Fig. 1: clock distribution
(4 px per µm)
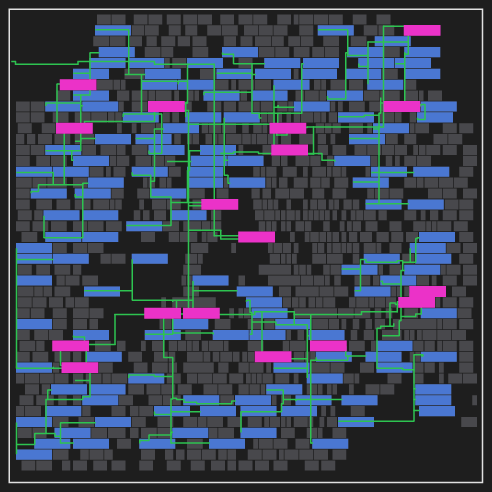
Fig. 2: wire density map
(3 px per µm) The die is cut into 24 by 24 equal tiles; white is low, dark blue is high, scaled to the fullest tile. Values are wire area over tile area, all layers added.
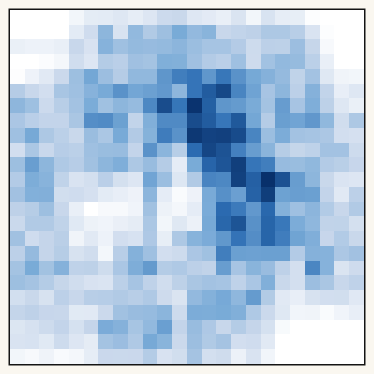
Fig. 3: port wiring
(4 px per µm)
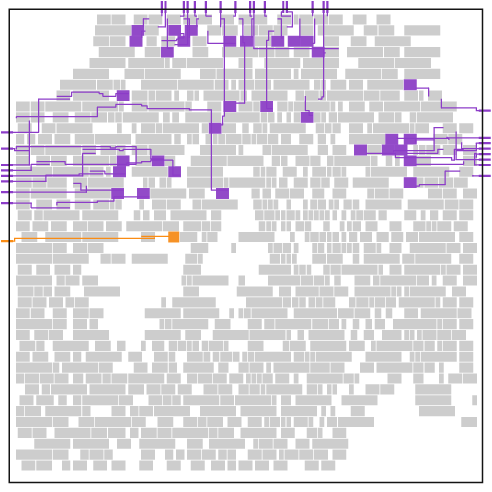
Fig. 4: gate families picked out
(3 px per µm)
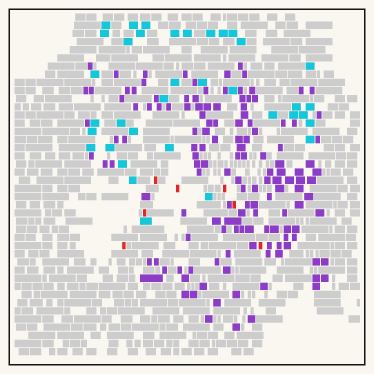
Fig. 5: track usage over the die
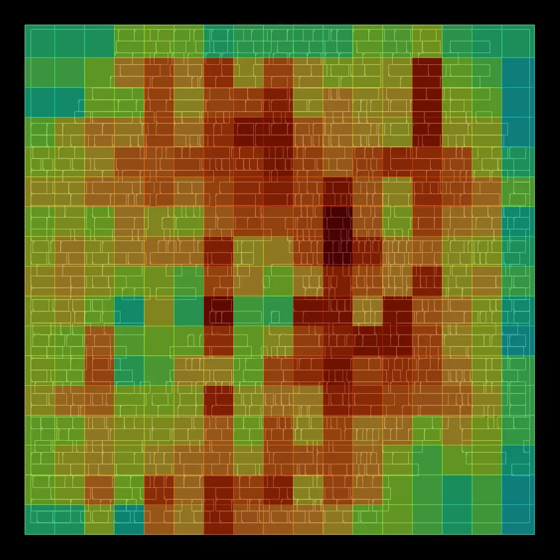
===== config.mk =====
export PLATFORM = sky130hd
export DESIGN_NAME = load_store_unit
export DESIGN_NICKNAME = d
export VERILOG_FILES = /design/src/rtl/lsu_pkg.sv /design/src/rtl/lsu_lane_align.sv /design/src/rtl/load_store_unit.sv
export SDC_FILE = /design/constraint.sdc
export NUM_CORES = 1
export LEC_CHECK = 0
export CAP_MARGIN = 20
export CORE_UTILIZATION = 52
export CTS_BUF_LIST = sky130_fd_sc_hd__clkbuf_4 sky130_fd_sc_hd__clkbuf_8 sky130_fd_sc_hd__clkbuf_16
export CTS_CLUSTER_DIAMETER = 200
export DETAILED_ROUTE_END_ITERATION = 10
export PLACE_DENSITY = 0.94
export SLEW_MARGIN = 15
export SYNTH_ARGS = -nofsm -noshare
export SYNTH_HDL_FRONTEND = slang
export SYNTH_SLANG_ARGS = --single-unit

===== constraint.sdc =====
create_clock -name clk -period 5.1 [get_ports clk]
set_clock_uncertainty 0.1 [all_clocks]
set_input_delay 1.02 -clock clk [delete_from_list [all_inputs] [get_ports clk]]
set_output_delay 1.02 -clock clk [all_outputs]
set_load 0.005 [all_outputs]

===== src/rtl/lsu_pkg.sv =====
// Shared definitions for the load/store unit: funct3 width/sign codes, FSM state
// encoding, default memory window size and request-legality helpers.
package lsu_pkg;

    localparam int unsigned MEM_ADDR_BITS_DEFAULT = 12;

    // RISC-V load/store funct3 codes
    localparam logic [2:0] F3_B  = 3'b000;
    localparam logic [2:0] F3_H  = 3'b001;
    localparam logic [2:0] F3_W  = 3'b010;
    localparam logic [2:0] F3_BU = 3'b100;
    localparam logic [2:0] F3_HU = 3'b101;

    // FSM state encoding
    localparam logic [1:0] ST_IDLE   = 2'd0;
    localparam logic [1:0] ST_ACCESS = 2'd1;
    localparam logic [1:0] ST_RMW_RD = 2'd2;
    localparam logic [1:0] ST_RMW_WR = 2'd3;

    function automatic logic funct3_legal(input logic is_store, input logic [2:0] f3);
        if (is_store) begin
            return (f3 == F3_B) || (f3 == F3_H) || (f3 == F3_W);
        end
        return (f3 == F3_B) || (f3 == F3_H) || (f3 == F3_W) ||
               (f3 == F3_BU) || (f3 == F3_HU);
    endfunction

    function automatic logic misaligned(input logic [2:0] f3, input logic [1:0] addr_lo);
        case (f3)
            F3_H, F3_HU: return addr_lo[0];
            F3_W:        return addr_lo != 2'b00;
            default:     return 1'b0;
        endcase
    endfunction

endpackage


===== src/rtl/lsu_lane_align.sv =====
// Combinational lane logic for the load/store unit.
//   funct3_i    : width/sign code of the request
//   addr_lo_i   : byte offset within the word
//   rdata_i     : full word read from memory
//   wdata_i     : store data (low byte/half used for SB/SH)
//   load_data_o : selected lane, sign- or zero-extended
//   merged_o    : rdata_i with the store lane replaced (whole wdata_i for SW)
module lsu_lane_align
    import lsu_pkg::*;
(
    input  logic [2:0]  funct3_i,
    input  logic [1:0]  addr_lo_i,
    input  logic [31:0] rdata_i,
    input  logic [31:0] wdata_i,
    output logic [31:0] load_data_o,
    output logic [31:0] merged_o
);

    logic [7:0]  byte_sel;
    logic [15:0] half_sel;

    always_comb begin
        case (addr_lo_i)
            2'd0:    byte_sel = rdata_i[7:0];
            2'd1:    byte_sel = rdata_i[15:8];
            2'd2:    byte_sel = rdata_i[23:16];
            default: byte_sel = rdata_i[31:24];
        endcase
        half_sel = addr_lo_i[1] ? rdata_i[31:16] : rdata_i[15:0];

        case (funct3_i)
            F3_B:    load_data_o = {{24{byte_sel[7]}}, byte_sel};
            F3_BU:   load_data_o = {24'd0, byte_sel};
            F3_H:    load_data_o = {{16{half_sel[15]}}, half_sel};
            F3_HU:   load_data_o = {16'd0, half_sel};
            default: load_data_o = rdata_i;
        endcase

        merged_o = rdata_i;
        case (funct3_i)
            F3_B: begin
                case (addr_lo_i)
                    2'd0:    merged_o[7:0]   = wdata_i[7:0];
                    2'd1:    merged_o[15:8]  = wdata_i[7:0];
                    2'd2:    merged_o[23:16] = wdata_i[7:0];
                    default: merged_o[31:24] = wdata_i[7:0];
                endcase
            end
            F3_H: begin
                if (addr_lo_i[1]) merged_o[31:16] = wdata_i[15:0];
                else              merged_o[15:0]  = wdata_i[15:0];
            end
            default: merged_o = wdata_i;
        endcase
    end

endmodule


===== src/rtl/load_store_unit.sv =====
// MEM-stage load/store unit driving a word-only data memory.
//   clk, rst_n                 : clock, asynchronous active-low reset
//   req_valid_i / req_ready_o  : request handshake (ready only in IDLE)
//   req_is_store_i, req_funct3_i, req_addr_i, req_wdata_i : request fields
//   resp_valid_o, resp_err_o, resp_rdata_o : one-cycle completion pulse and result
//   mem_read_o, mem_write_o, mem_addr_o, mem_wdata_o, mem_rdata_i : memory side
// SB/SH are done as read-modify-write since memory only writes whole words.
module load_store_unit
    import lsu_pkg::*;
#(
    parameter int unsigned MEM_ADDR_BITS = MEM_ADDR_BITS_DEFAULT
) (
    input  logic        clk,
    input  logic        rst_n,
    input  logic        req_valid_i,
    output logic        req_ready_o,
    input  logic        req_is_store_i,
    input  logic [2:0]  req_funct3_i,
    input  logic [31:0] req_addr_i,
    input  logic [31:0] req_wdata_i,
    output logic        resp_valid_o,
    output logic        resp_err_o,
    output logic [31:0] resp_rdata_o,
    output logic        mem_read_o,
    output logic        mem_write_o,
    output logic [31:0] mem_addr_o,
    output logic [31:0] mem_wdata_o,
    input  logic [31:0] mem_rdata_i
);

    logic [1:0]  state_q, state_d;
    logic [31:0] addr_q, addr_d;
    logic [31:0] wdata_q, wdata_d;
    logic [2:0]  funct3_q, funct3_d;
    logic        is_store_q, is_store_d;
    logic [31:0] merged_q, merged_d;
    logic        resp_valid_q, resp_valid_d;
    logic        resp_err_q, resp_err_d;
    logic [31:0] rdata_q, rdata_d;

    logic [31:0] load_data;
    logic [31:0] merged_word;
    logic        range_err;
    logic        req_err;

    lsu_lane_align u_lane_align (
        .funct3_i    (funct3_q),
        .addr_lo_i   (addr_q[1:0]),
        .rdata_i     (mem_rdata_i),
        .wdata_i     (wdata_q),
        .load_data_o (load_data),
        .merged_o    (merged_word)
    );

    assign range_err = (req_addr_i >> MEM_ADDR_BITS) != 32'd0;
    assign req_err   = range_err || !funct3_legal(req_is_store_i, req_funct3_i) ||
                       misaligned(req_funct3_i, req_addr_i[1:0]);

    always_comb begin
        state_d      = state_q;
        addr_d       = addr_q;
        wdata_d      = wdata_q;
        funct3_d     = funct3_q;
        is_store_d   = is_store_q;
        merged_d     = merged_q;
        resp_valid_d = 1'b0;
        resp_err_d   = 1'b0;
        rdata_d      = rdata_q;

        case (state_q)
            ST_IDLE: begin
                if (req_valid_i) begin
                    addr_d     = req_addr_i;
                    wdata_d    = req_wdata_i;
                    funct3_d   = req_funct3_i;
                    is_store_d = req_is_store_i;
                    if (req_err) begin
                        // Rejected: answer next cycle without touching memory.
                        resp_valid_d = 1'b1;
                        resp_err_d   = 1'b1;
                        rdata_d      = 32'd0;
                    end else if (req_is_store_i && req_funct3_i != F3_W) begin
                        state_d = ST_RMW_RD;
                    end else begin
                        state_d = ST_ACCESS;
                    end
                end
            end
            ST_ACCESS: begin
                state_d      = ST_IDLE;
                resp_valid_d = 1'b1;
                rdata_d      = is_store_q ? 32'd0 : load_data;
            end
            ST_RMW_RD: begin
                merged_d = merged_word;
                state_d  = ST_RMW_WR;
            end
            ST_RMW_WR: begin
                state_d      = ST_IDLE;
                resp_valid_d = 1'b1;
                rdata_d      = 32'd0;
            end
            default: state_d = ST_IDLE;
        endcase
    end

    always_ff @(posedge clk or negedge rst_n) begin
        if (!rst_n) begin
            state_q      <= ST_IDLE;
            addr_q       <= 32'd0;
            wdata_q      <= 32'd0;
            funct3_q     <= 3'd0;
            is_store_q   <= 1'b0;
            merged_q     <= 32'd0;
            resp_valid_q <= 1'b0;
            resp_err_q   <= 1'b0;
            rdata_q      <= 32'd0;
        end else begin
            state_q      <= state_d;
            addr_q       <= addr_d;
            wdata_q      <= wdata_d;
            funct3_q     <= funct3_d;
            is_store_q   <= is_store_d;
            merged_q     <= merged_d;
            resp_valid_q <= resp_valid_d;
            resp_err_q   <= resp_err_d;
            rdata_q      <= rdata_d;
        end
    end

    // Memory strobes decode from state only, so reset drops them asynchronously.
    always_comb begin
        mem_read_o  = 1'b0;
        mem_write_o = 1'b0;
        mem_addr_o  = 32'd0;
        mem_wdata_o = 32'd0;
        case (state_q)
            ST_ACCESS: begin
                mem_addr_o = {addr_q[31:2], 2'b00};
                if (is_store_q) begin
                    mem_write_o = 1'b1;
                    mem_wdata_o = wdata_q;
                end else begin
                    mem_read_o = 1'b1;
                end
            end
            ST_RMW_RD: begin
                mem_addr_o = {addr_q[31:2], 2'b00};
                mem_read_o = 1'b1;
            end
            ST_RMW_WR: begin
                mem_addr_o  = {addr_q[31:2], 2'b00};
                mem_write_o = 1'b1;
                mem_wdata_o = merged_q;
            end
            default: ;
        endcase
    end

    assign req_ready_o  = (state_q == ST_IDLE);
    assign resp_valid_o = resp_valid_q;
    assign resp_err_o   = resp_err_q;
    assign resp_rdata_o = rdata_q;

endmodule


==> summary.txt <==
Notes on the flow run.

- The run finished with clean final reports.
- The count of buffers from port buffering is 201, for reference.
- According to the tapcell log, the count of inserted taps is 176.
- The timing report notes that buffer and inverter cells on the critical path total 3.
- The share of synthesized cell area in full adder, half adder and majority cells is 0.7157%, for reference.
- Leaving out buffers and inverters, the combinational logic in the layout accounts for 3291 µm².
- The post-route netlist has 16.86% of its cells at a drive strength greater than 1.
- Per the timing report, the most critical flop-to-flop path finishes at resp_rdata_o[12]$_DFFE_PN0P_.
- In this run the full chip footprint comes out at 13920 µm².
- The placement summary gives the final routability congestion estimate as 0.8889.
- Global routing put the most usage on met2.
- The initial antenna violation count is 1, for reference.
- The achievable frequency is 253.3 MHz, for reference.
- Per the timing report, the most critical flop-to-flop path originates at state_q[0]$_DFFE_PN0P_.
- The top cell type in the final layout, fill and taps aside, is clkdlybuf4s50_1.
- The TritonCTS buffer count is 17, for reference.
- In the hold report, the worst path ends at resp_rdata_o[6]$_DFFE_PN0P_.
- The total of cells resized after clock tree synthesis is 0, for reference.
- The clock passes through at most 2 buffers.
- After layout, the worst setup slack is 1152 ps.
- The count of H-tree levels built during CTS is 4, for reference.
- In this run the cell area of the synthesized design comes to 6993 µm².
- The via count of the first global-routing pass is 6030, for reference.
- The synthesized netlist has a Yosys-reported chip area of 6993 µm².
- The synthesized instance count is 672.
- The final tally of max-slew violations is 0, for reference.
- In the final design, more cell area goes to sequential cells than to any other class.
- In the global route stage, met3 resource usage came out at 9.884%.
- The count of warning messages emitted by the tools is 31, for reference.
- Of the total power, the share spent switching nets is 34.64%.
- Dividing total power by cell area gives a power density of 553.2 nW/µm².
- The tally of clock buffers in the finished layout is 25, for reference.
- The net switching power of the design is 1.849 mW, for reference.
- The OpenROAD report gives the critical path a data arrival time of 2830 ps.
- The number of DRC violations after detailed routing is 0, for reference.
- The flip-flop and latch area is 3403 µm², for reference.
- The global router's overall resource usage is 30.83%, for reference.
- For the pin with the worst max-slew slack, the measured transition is 981.9 ps.
- The type of element launching the critical path is a flip-flop, for reference.
- The dominant non-sequential cell family after synthesis is AND-OR/OR-AND gates, for reference.
- The count of cells along the worst register-to-register path is 8, for reference.
- In this run the remaining antenna-violating nets after routing total 0.
- The final number of hold-violating endpoints is 0, for reference.
## Picture notes: Fig. 1
[clock-net drivers] magenta | count: 17
[clock wires] green | length: 1750 µm
[flip-flops] blue | count: 136
routed clock nets	18
flops lie	spread over the die
total clock network power: 1.31 mW
relative contribution of the clock network to total power: 24.5%

## Picture notes: Fig. 2
emptiest ninth of the die	south-east
mean over tiles	0.25
fullest tile	0.76

## Picture notes: Fig. 3
port	colour	bits	direction	end cells	wire
mem_read_o	orange	1	output	1	43.4 µm
mem_wdata_o	purple	32	output	32	804 µm

## Picture notes: Fig. 4
family	colour	cells	most used
non-inverting ao/oa cells	cyan	36	a22o_1
aoi and oai cells	purple	140	a21oi_1
inv cells	red	7	inv_1

## Picture notes: Fig. 5
routed length per placed instance: 20.07 µm
final core utilization: 73.16%
fraction of met2 tracks used by global routing: 49.12%

synthesized netlist by cell type, types with 2 or more instances:
| cell | number | area, µm² |
|---|---|---|
| o21a_1 | 2 | 15.01 |
| and2_1 | 2 | 12.51 |
| nor4_1 | 5 | 31.28 |
| nor4_2 | 2 | 25.02 |
| mux2i_1 | 17 | 170.2 |
| ha_1 | 4 | 50.05 |
| nand2_2 | 2 | 12.51 |
| o221ai_1 | 9 | 78.83 |
| o31ai_1 | 23 | 172.7 |
| buf_6 | 6 | 67.56 |
| mux4_2 | 2 | 45.04 |
| o21ai_1 | 2 | 10.01 |
| buf_4 | 2 | 15.01 |
| buf_1 | 2 | 7.510 |
| nand4_1 | 2 | 12.51 |
| a31oi_1 | 15 | 93.84 |
| nand2_1 | 77 | 289.0 |
| o22ai_1 | 8 | 50.05 |
| a211oi_1 | 8 | 60.06 |
| a22o_1 | 32 | 280.3 |
| buf_2 | 10 | 50.05 |
| o21ai_2 | 9 | 78.83 |
| nor3_1 | 9 | 45.04 |
| inv_1 | 5 | 18.77 |
| mux2_2 | 80 | 900.9 |
| o21ai_0 | 21 | 105.1 |
| nor2b_1 | 32 | 200.2 |
| a21oi_1 | 42 | 210.2 |
| dfrtp_1 | 136 | 3403 |
| nor2_1 | 57 | 214.0 |
| clkbuf_1 | 33 | 123.9 |
| or2_2 | 2 | 12.51 |
metrics by stage:
stage | cell area [µm²] | utilization, % | hold slack (ps) | std cells
floorplan | 6997 | - | 364.5 | 673
global placement | 9012 | 68.33 | 362.3 | 1004
detailed placement | 9012 | 68.33 | 365.0 | 1004
CTS | 9648 | 73.15 | 377.5 | 1036
global route | 9649 | 73.16 | 387.0 | 1036
finish | 9649 | 73.16 | 377.2 | 1036
Power and IR drop assume default switching activity.
